$ cat config.mk
export PLATFORM = sky130hd
export DESIGN_NAME = pawn_pst_accumulator
export DESIGN_NICKNAME = d
export VERILOG_FILES = /design/src/rtl/pawn_eval_pkg.sv /design/src/rtl/pst_slice_adder.sv /design/src/rtl/pawn_pst_accumulator.sv
export SDC_FILE = /design/constraint.sdc
export NUM_CORES = 1
export LEC_CHECK = 0
export CAP_MARGIN = 20
export CORE_MARGIN = 2
export CORE_UTILIZATION = 31
export CTS_BUF_LIST = sky130_fd_sc_hd__clkbuf_4 sky130_fd_sc_hd__clkbuf_8 sky130_fd_sc_hd__clkbuf_16
export CTS_CLUSTER_DIAMETER = 200
export CTS_CLUSTER_SIZE = 25
export DETAILED_ROUTE_END_ITERATION = 7
export GPL_TIMING_DRIVEN = 1
export SYNTH_ARGS = -nofsm -noshare
export SYNTH_HDL_FRONTEND = slang
export SYNTH_SLANG_ARGS = --single-unit
$ cat constraint.sdc
create_clock -name clk -period 12.4 [get_ports clk]
set_clock_uncertainty 0.2 [all_clocks]
set_input_delay 1.24 -clock clk [delete_from_list [all_inputs] [get_ports clk]]
set_output_delay 1.24 -clock clk [all_outputs]
set_load 0.1 [all_outputs]
$ cat src/rtl/pawn_eval_pkg.sv
// Shared constants, FSM state type and table-access helpers for the pawn evaluation stage.
package pawn_eval_pkg;

  localparam int NUM_SQ     = 64;
  localparam int PST_W      = 6;
  localparam int PST_FLAT_W = 384;

  typedef enum logic [1:0] {
    IDLE,
    LOAD,
    SCAN,
    DONE
  } state_t;

  // Flip the rank (bits 5:3) and keep the file (bits 2:0).
  function automatic logic [5:0] mirror_sq(input logic [5:0] s);
    return s ^ 6'd56;
  endfunction

  function automatic logic signed [PST_W-1:0] pst_entry(input logic [PST_FLAT_W-1:0] flat,
                                                        input logic [5:0] s);
    return flat[int'(s) * PST_W +: PST_W];
  endfunction

endpackage

$ cat src/rtl/pst_slice_adder.sv
// Combinational partial sum of SQ_PER_CYCLE masked, sign-extended table entries for one side.
module pst_slice_adder
  import pawn_eval_pkg::*;
#(
  parameter int SQ_PER_CYCLE = 8,
  parameter int SCORE_W      = 12
) (
  input  logic [SQ_PER_CYCLE-1:0] mask,
  input  logic [5:0]              base,
  input  logic [PST_FLAT_W-1:0]   pst_flat,
  input  logic                    mirror,
  output logic [SCORE_W-1:0]      sum
);

  logic [SCORE_W-1:0] term [SQ_PER_CYCLE];

  for (genvar gi = 0; gi < SQ_PER_CYCLE; gi++) begin : g_sq
    logic [5:0]       sq;
    logic [PST_W-1:0] entry;
    assign sq    = base + 6'(gi);
    assign entry = pst_entry(pst_flat, mirror ? mirror_sq(sq) : sq);
    assign term[gi] = mask[gi] ? {{(SCORE_W-PST_W){entry[PST_W-1]}}, entry} : '0;
  end

  always_comb begin
    sum = '0;
    for (int i = 0; i < SQ_PER_CYCLE; i++) begin
      sum = sum + term[i];
    end
  end

endmodule

$ cat src/rtl/pawn_pst_accumulator.sv
// Sequential pawn piece-square scorer: white minus rank-mirrored black, SQ_PER_CYCLE squares per clock.
// Optional popcount outputs white_count/black_count are built when PAWN_PST_COUNT_EN is defined.
module pawn_pst_accumulator
  import pawn_eval_pkg::*;
#(
  parameter int SQ_PER_CYCLE = 8,
  parameter int SCORE_W      = 12
) (
  input  logic                  clk,
  input  logic                  reset,
  input  logic                  start,
  input  logic [NUM_SQ-1:0]     white_pawns,
  input  logic [NUM_SQ-1:0]     black_pawns,
  input  logic [PST_FLAT_W-1:0] pst_flat,
  output logic                  ready,
  output logic                  busy,
  output logic                  done,
  output logic [SCORE_W-1:0]    score
`ifdef PAWN_PST_COUNT_EN
  ,
  output logic [6:0]            white_count,
  output logic [6:0]            black_count
`endif
);

  state_t                   state_reg, state_next;
  logic [NUM_SQ-1:0]        white_reg, black_reg;
  logic [6:0]               cnt_reg;
  logic [SCORE_W-1:0]       acc_reg, score_reg;
  logic                     done_reg;
  logic [SQ_PER_CYCLE-1:0]  white_mask, black_mask;
  logic [SCORE_W-1:0]       white_sum, black_sum, acc_next;
  logic                     last_slice, load_en, scan_en, finish_en;

  assign white_mask = white_reg[cnt_reg[5:0] +: SQ_PER_CYCLE];
  assign black_mask = black_reg[cnt_reg[5:0] +: SQ_PER_CYCLE];
  assign last_slice = (cnt_reg + 7'(SQ_PER_CYCLE)) >= 7'(NUM_SQ);
  assign acc_next   = acc_reg + white_sum - black_sum;

  pst_slice_adder #(
    .SQ_PER_CYCLE (SQ_PER_CYCLE),
    .SCORE_W      (SCORE_W)
  ) u_white_adder (
    .mask     (white_mask),
    .base     (cnt_reg[5:0]),
    .pst_flat (pst_flat),
    .mirror   (1'b0),
    .sum      (white_sum)
  );

  pst_slice_adder #(
    .SQ_PER_CYCLE (SQ_PER_CYCLE),
    .SCORE_W      (SCORE_W)
  ) u_black_adder (
    .mask     (black_mask),
    .base     (cnt_reg[5:0]),
    .pst_flat (pst_flat),
    .mirror   (1'b1),
    .sum      (black_sum)
  );

  always_ff @(posedge clk) begin
    if (reset) begin
      state_reg <= IDLE;
    end else begin
      state_reg <= state_next;
    end
  end

  always_comb begin
    state_next = state_reg;
    load_en    = 1'b0;
    scan_en    = 1'b0;
    finish_en  = 1'b0;
    case (state_reg)
      IDLE: if (start) state_next = LOAD;
      LOAD: begin
        load_en    = 1'b1;
        state_next = SCAN;
      end
      SCAN: begin
        scan_en = 1'b1;
        if (last_slice) begin
          finish_en  = 1'b1;
          state_next = DONE;
        end
      end
      DONE:    state_next = start ? LOAD : IDLE;
      default: state_next = IDLE;
    endcase
  end

  always_ff @(posedge clk) begin
    if (reset) begin
      white_reg <= '0;
      black_reg <= '0;
      cnt_reg   <= '0;
      acc_reg   <= '0;
      score_reg <= '0;
      done_reg  <= 1'b0;
    end else begin
      done_reg <= finish_en;
      if (load_en) begin
        white_reg <= white_pawns;
        black_reg <= black_pawns;
        cnt_reg   <= '0;
        acc_reg   <= '0;
      end else if (scan_en) begin
        acc_reg <= acc_next;
        cnt_reg <= cnt_reg + 7'(SQ_PER_CYCLE);
      end
      if (finish_en) score_reg <= acc_next;
    end
  end

`ifdef PAWN_PST_COUNT_EN
  logic [6:0] white_pop, black_pop;
  logic [6:0] white_cnt_reg, black_cnt_reg, white_count_reg, black_count_reg;

  always_comb begin
    white_pop = '0;
    black_pop = '0;
    for (int i = 0; i < SQ_PER_CYCLE; i++) begin
      white_pop = white_pop + 7'(white_mask[i]);
      black_pop = black_pop + 7'(black_mask[i]);
    end
  end

  // Running counts live alongside the accumulator; the visible copies update only with done.
  always_ff @(posedge clk) begin
    if (reset) begin
      white_cnt_reg   <= '0;
      black_cnt_reg   <= '0;
      white_count_reg <= '0;
      black_count_reg <= '0;
    end else begin
      if (load_en) begin
        white_cnt_reg <= '0;
        black_cnt_reg <= '0;
      end else if (scan_en) begin
        white_cnt_reg <= white_cnt_reg + white_pop;
        black_cnt_reg <= black_cnt_reg + black_pop;
      end
      if (finish_en) begin
        white_count_reg <= white_cnt_reg + white_pop;
        black_count_reg <= black_cnt_reg + black_pop;
      end
    end
  end

  assign white_count = white_count_reg;
  assign black_count = black_count_reg;
`endif

  assign ready = (state_reg == IDLE) || (state_reg == DONE);
  assign busy  = (state_reg == LOAD) || (state_reg == SCAN);
  assign done  = done_reg;
  assign score = score_reg;

endmodule

Track usage over the die:
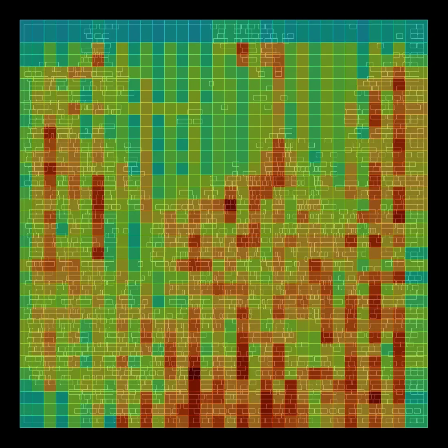
most heavily used metal layer in global routing: met2
GR met1 Demand/Resource: 0.258

==> PnR_summary.wiki <==
=== Physical design figures ===
{| class="wikitable"
! Metric !! Value
|-
| Status || finished, final reports clean
|-
| X dimension of the die || 234 um
|-
| Post-Route WL || roughly 61,000 um
|-
| Post-synthesis async set-or-reset flop share || 0
|-
| First-pass GRT wire length || 88,900 um
|-
| Number of nets with antenna violations after detailed routing || 0
|-
| Number of distinct library cells after synthesis || approximately 43
|-
| Routed length per placed instance || 23.8 um
|-
| Maximum capacitance violations || 0
|-
| Unrepaired setup endpoints after global routing || no
|-
| Origin of the worst min-delay path || score[1]
|-
| Share of the synthesized area in the top cell type || 0.309
|-
| Clock buffers and inverters, area share || 0.0268
|-
| Proportion of cell area occupied by registers || 0.140
|-
| Logic depth of the worst path, buffers included || 22
|-
| Sequential cell count || between 150 and 200
|-
| Share of cell area taken by multi-input logic gates || 0.533
|-
| Source of the critical timing path || cnt_reg[3]
|-
| Switching Share || 0.504
|-
| Worst Path Max Fanout || 46
|-
| Number of clock-tree buffers in the layout || 18
|-
| Clock slew seen by the registers of the worst setup and hold paths || 0.07 ns
|-
| Fin Setup TNS || 0 ns
|-
| Portion of the layout cell area used by non-clock buffers || 0.240
|-
| Flops out of synthesis || roughly 160
|-
| Combinational share of power || 0.825
|-
| Fraction of layout cells with a size suffix above 1 || 0.182
|-
| Period minus WS final || 8.27 ns
|-
| Core Rows || 84
|-
| Reg-to-reg critical path startpoint || cnt_reg[3]
|-
| Worst setup EP type || flop
|-
| Number of cells in Yosys stat || 1,372
|-
| Chip Area, Yosys || 16,300 um^2
|-
| Combined buffer and inverter count along the critical path || 5
|-
| Placed wire-length estimate || 50,400 um
|-
| Final setup viols || 0
|-
| Worst hold path endpoint || score[1]
|-
| Number of gates resized after CTS || 0
|}
Zoomed window:
Region (165, 48) to (185, 68) um. Cells in grey, sequential cells in the stronger grey; small squares are vias.
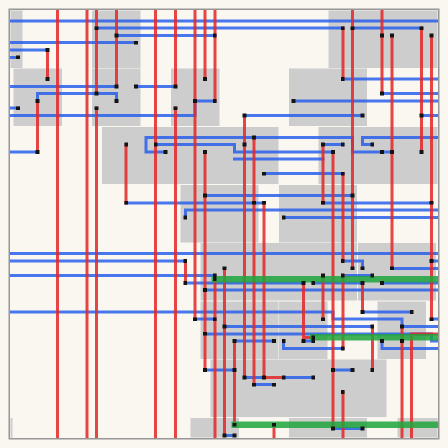
Key: blue = M1; red = M2; green = M3
Sequential cells in the window: 0. Most frequent: or2_2 (6), mux4_2 (4), clkdlybuf4s50_1 (3). 16 logic cells have their middle in the window.

==> layout by cell type (no fill, tap or decap), types with 17 or more instances in the layout <==
cell type,instances
sky130_fd_sc_hd__nor2_1,195
sky130_fd_sc_hd__ha_1,23
sky130_fd_sc_hd__nand2_1,23
sky130_fd_sc_hd__dfxtp_1,156
sky130_fd_sc_hd__buf_4,20
sky130_fd_sc_hd__fa_1,125
sky130_fd_sc_hd__xnor2_1,17
sky130_fd_sc_hd__inv_1,132
sky130_fd_sc_hd__mux4_2,224
sky130_fd_sc_hd__or2_2,47
sky130_fd_sc_hd__clkbuf_16,17
sky130_fd_sc_hd__clkdlybuf4s50_1,528
sky130_fd_sc_hd__mux2i_1,243
==> layer usage <==
metal  part of all wire  vias to the layer above  track usage
li1                   -                     5916            -
met3              0.089                       80       0.0709
met2               0.50                      495        0.393
met1               0.38                     6693        0.258
met5             0.0022                        -            0
met4              0.022                       20       0.0702
==> power groups by stage <==
stage	combinational [W]	clock, W	sequential (W)
3_5_place_dp	0.00590	0	0.000713
2_1_floorplan	0.00447	0	0.000693
6_report	0.00591	0.000557	0.000700
5_1_grt	0.00674	0.000593	0.000715
4_1_cts	0.00593	0.000570	0.000703
3_3_place_gp	0.00585	0	0.000710
==> kinds of logic (layout without fill, tap and decap cells) <==
kind of cell	count (synthesis)	count (layout)	synth area share
compound gates	41	41	0.0168
simple gates	295	295	0.0798
fa+ha+maj	149	149	0.171
mux	472	472	0.461
flops	159	159	0.195
xor+xnor	24	24	0.0138
other cells	0	10	0
buf+inv	232	715	0.0627
==> metrics by stage <==
step	util	cell area, um^2	instances	worst slack (ns)
floorplan	-	16300	1372	5.38
global placement	0.424	22200	2510	4.16
detailed placement	0.424	22200	2510	4.05
CTS	0.436	22800	2542	4.04
global route	0.436	22800	2549	3.54
finish	0.436	22800	2553	4.13
Power figures rest on the tool's default switching activity, not on a simulated workload.
